Figure 1. Routed metal per tile.
The bar under the picture is 20 um long. The die is cut into 14 by 11 equal tiles; dark blue is low, red is high, scaled to the fullest tile. Values are wire area over tile area, all layers added.
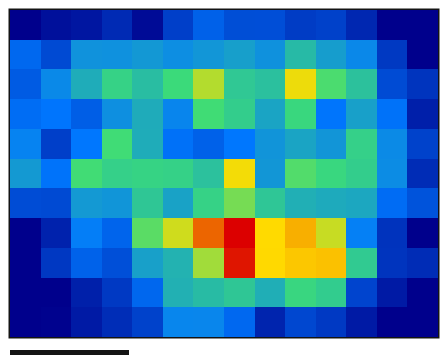
Figure 2. Cell classes on the final placement.
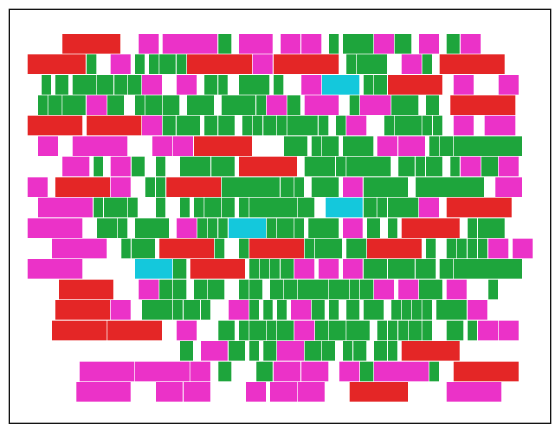
Figure 3. Sequential cells colored by netlist name.
The bar under the picture is 20 um long. Other sequential cells in the stronger gray, the rest of the logic in the fainter gray.
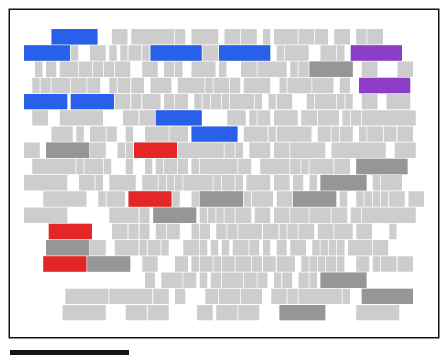
==> config.mk <==
export PLATFORM = sky130hd
export DESIGN_NAME = order_countdown
export DESIGN_NICKNAME = d
export VERILOG_FILES = /design/src/rtl/order_countdown.sv
export SDC_FILE = /design/constraint.sdc
export NUM_CORES = 1
export LEC_CHECK = 0
export ABC_AREA = 1
export ABC_CLOCK_PERIOD_IN_PS = 1600
export CORE_ASPECT_RATIO = 0.75
export CORE_MARGIN = 2
export CORE_UTILIZATION = 44
export DETAILED_ROUTE_END_ITERATION = 16
export PLACE_DENSITY = 0.75
export SLEW_MARGIN = 40
export SYNTH_ARGS = -nofsm -noshare
export SYNTH_HDL_FRONTEND = slang
export SYNTH_SLANG_ARGS = --single-unit
==> constraint.sdc <==
create_clock -name clk_in -period 1.6 [get_ports clk_in]
set_input_delay 0.32 -clock clk_in [delete_from_list [all_inputs] [get_ports clk_in]]
set_output_delay 0.32 -clock clk_in [all_outputs]
set_load 0.05 [all_outputs]
==> flow_summary.ini <==
; flow metrics
[clock_network]
hold_buffers_post_cts = 0
h-tree-depth = 1
tritoncts = yes
cts-buffers-inserted = 3
cts.sink_count = 26
post-cts-setup-buffer-count = 1
clock_path_buffers = 2
insertion_delay_ns = 0.27
cts_root_buffer = sky130_fd_sc_hd__clkbuf_8
clk_pin_slew_worst_paths_ns = 0.10
post_cts_resize_count = 7

[critical_path]
path_buffers = 1
number_of_cells_on_the_worst_reg_to_reg_path = 11
crit_cells = 11
critical_path.cell_chain = inv_4 -> ha_4 -> nand2_1 -> nor2_4 -> nand2_2 -> a31oi_4 -> nand3_4 -> nor2_4 -> nand2_1 -> nand2_1 -> nor2_1
crit_path_top_delay_cell = sky130_fd_sc_hd__dfxtp_4
reg2reg_slack_ns = -0.06
worstSetupPathType = reg -> reg
max_stage_delay_ns = 0.37
crit_path_max_fo = 5
critPathCaptureType = flip-flop
critical_path.most_common_cell = sky130_fd_sc_hd__nand2_1
cpLargestDelayFamily = simple AND/OR/NAND/NOR gates
timing.critical_path.required_ns = 1.77
startpoint_type = flip-flop
crit_arrival_ns = 1.83

[power_and_ir_drop]
p_clk_share_pct = 10.0
p_sw_share_pct = 48.4
sequential_group_share_of_total_power_pct = 24.2
switching_power_mw = 2.09
p_total_mw = 4.31
p_comb_mw = 2.84
largestPowerGroup = combinational cells
power.leakage_nw = 1.14
cell_internal_pwr_mw = 2.22
cell_pwr_density_mw_per_mm2 = 1660
comb_power_share_pct = 65.8
largest_voltage_drop_on_the_vdd_net_mv = 1.20
powerClk_mw = 0.431

[finish]
layout.area.comb_mm2 = 0.00104
nClkBuffers = 4
n_multi_input_combinational_cell = 161
most_instantiated_logic_cell_after_routing = sky130_fd_sc_hd__buf_4
num-nonclk-inverters = 30
buffer_area_share_pct = 29.6
drive_gt1_share_pct = 44.1
nets = 319
n_fill_cell = 219
layout-area-overhead-vs-synth_pct = 71.2
clock_area_share_pct = 2.12
final_layout_top_logic_cells = 52 x sky130_fd_sc_hd__buf_4, 34 x sky130_fd_sc_hd__nand2_1, 24 x sky130_fd_sc_hd__nor2_1
nNonClkBuffers = 78
flip_flops = 26
final-instance-count-excl-fill = 339
layout.cells.largest_class = combinational gates

[synthesis]
dominantRegCellSynth = sky130_fd_sc_hd__dfxtp_1
synth.largest_area_cell = sky130_fd_sc_hd__dfxtp_1
synth.cellmix.adderShare_pct = 4.13
syn-num-nets = 238
yosysChipArea_mm2 = 0.00151
yosys_warnings = 0
yosysUniqueCellTypes = 34
synth_area_mm2 = 0.00151
yosys_cells = 219
synth.top_cells.by_count = 36 x sky130_fd_sc_hd__nand2_1, 29 x sky130_fd_sc_hd__nor2_1, 26 x sky130_fd_sc_hd__dfxtp_1
synth.yosys.seq_area_share_pct = 34.4
post-synth-top-count-cell = sky130_fd_sc_hd__nand2_1
post_synth_inst_count = 219
number_of_enable_type_register_cells_in_the_synthesized_netlist = 0
yosys.area_share.simple_pct = 33.6
synth.comb.largest_family = simple AND/OR/NAND/NOR gates
async_reset_ff_share_pct = 0
area_fraction_in_compound_gates_pct = 16.1
synth.area.top_cells = sky130_fd_sc_hd__dfxtp_1 34%, sky130_fd_sc_hd__nand2_1 8.9%, sky130_fd_sc_hd__nor2_1 7.2%
syn-mean-instance-area_um2 = 6.91
synth-seq-cells = 26
area_fraction_in_mux_cells_pct = 0
top_cell_area_share_pct = 34.4

[placement]
place.detailed.hpwl_um = 3140
place_ws_ns = -0.355
place_congestion = 0.923
place_area_mm2 = 0.00228
placed_cells_incl_taps = 324
number_of_input_and_output_port_buffers_inserted = 38

[floorplanning]
dieArea_mm2 = 0.00393
num_io_pins = 39
floorplan.core_util_pct = 46.0
die_height_um = 54.8
floorplan.core_area_mm2 = 0.00329
die_x_um = 71.7
nWellTaps = 40

[timing]
min_period_over_period_pct = 104
layout_min_cycle_time_ns = 1.66
timing.final.hold_violations = 0
clock-skew-final_ns = 0.0118
setup_tns_ns = -0.255
final_critical_path_setup_slack_ns = -0.0630
transition_time_at_the_pin_with_the_least_slew_margin_ns = 0.305
slew_headroom_pct = 79.6
fin_hold_ws_ns = 0.346
finalSetupViolations = 9
unrepaired_setup_endpoints_after_global_routing = true
slew_viol_final = 0
clock.fmax_ghz = 0.601

[outcome]
violations = setup timing
status = finished, violations left

[routing]
routed_via_density = 5.20
wirelength_um = 4660
drt.antenna.violating_nets = 0
remaining_drc_errors = 0
met3_length_um = 315
top_signal_layer_used = met4
met2RoutedLength_um = 2110
wire_per_inst_um = 13.7
m1WireLength_um = 2200
drtIter0Drc = 138
first_pass_drt_iterations = 4

[grt]
grt_first_pass_wirelength_um = 6430
grt_max_degree = 15
groute.layer.met1.usage_pct = 32.5
grt_pass1_vias = 1402
grt.overflow.total = 0
antenna_found_initial = 0
met3_routing_resource_usage_after_global_routing_pct = 4.42
gr-max-usage-layer = met1
grt.met2_usage_pct = 30.9

[job]
cap_violations = 0
stage_log_warnings = 30

[min_path]
min_path_cells = 3
min_path_type = in -> reg
Back to the opening pictures, Figure 1:
mean over tiles: 0.19
tiles over half the peak: 14%
densest ninth of the die: south
nearly empty tiles: 9.1%
via count: 1763
aggregate global-route resource usage: 21.4%

Back to the opening pictures, Figure 2:
legend:
  other buffers and delay cells:
    color: magenta
    cells: 78
    share_of_their_area: 30%
  flops:
    color: red
    cells: 26
    share_of_their_area: 22%
  combinational and other logic:
    color: green
    cells: 191
    share_of_their_area: 46%
  clock drivers and dummy loads:
    color: cyan
    cells: 4
    share_of_their_area: 2.2%
cell row count: 18
sequential portion of the cell area: 21.3%
Post-Route Utilization: 78.8%

Back to the opening pictures, Figure 3:
legend:
  miss_cnt:
    color: red
    flops: 4
  state:
    color: purple
    flops: 2
  score:
    color: blue
    flops: 8
area used by sequential logic in the layout: 552 um2
sequential cell power: 1.04 mW

Power is estimated from default activity; no workload was simulated.
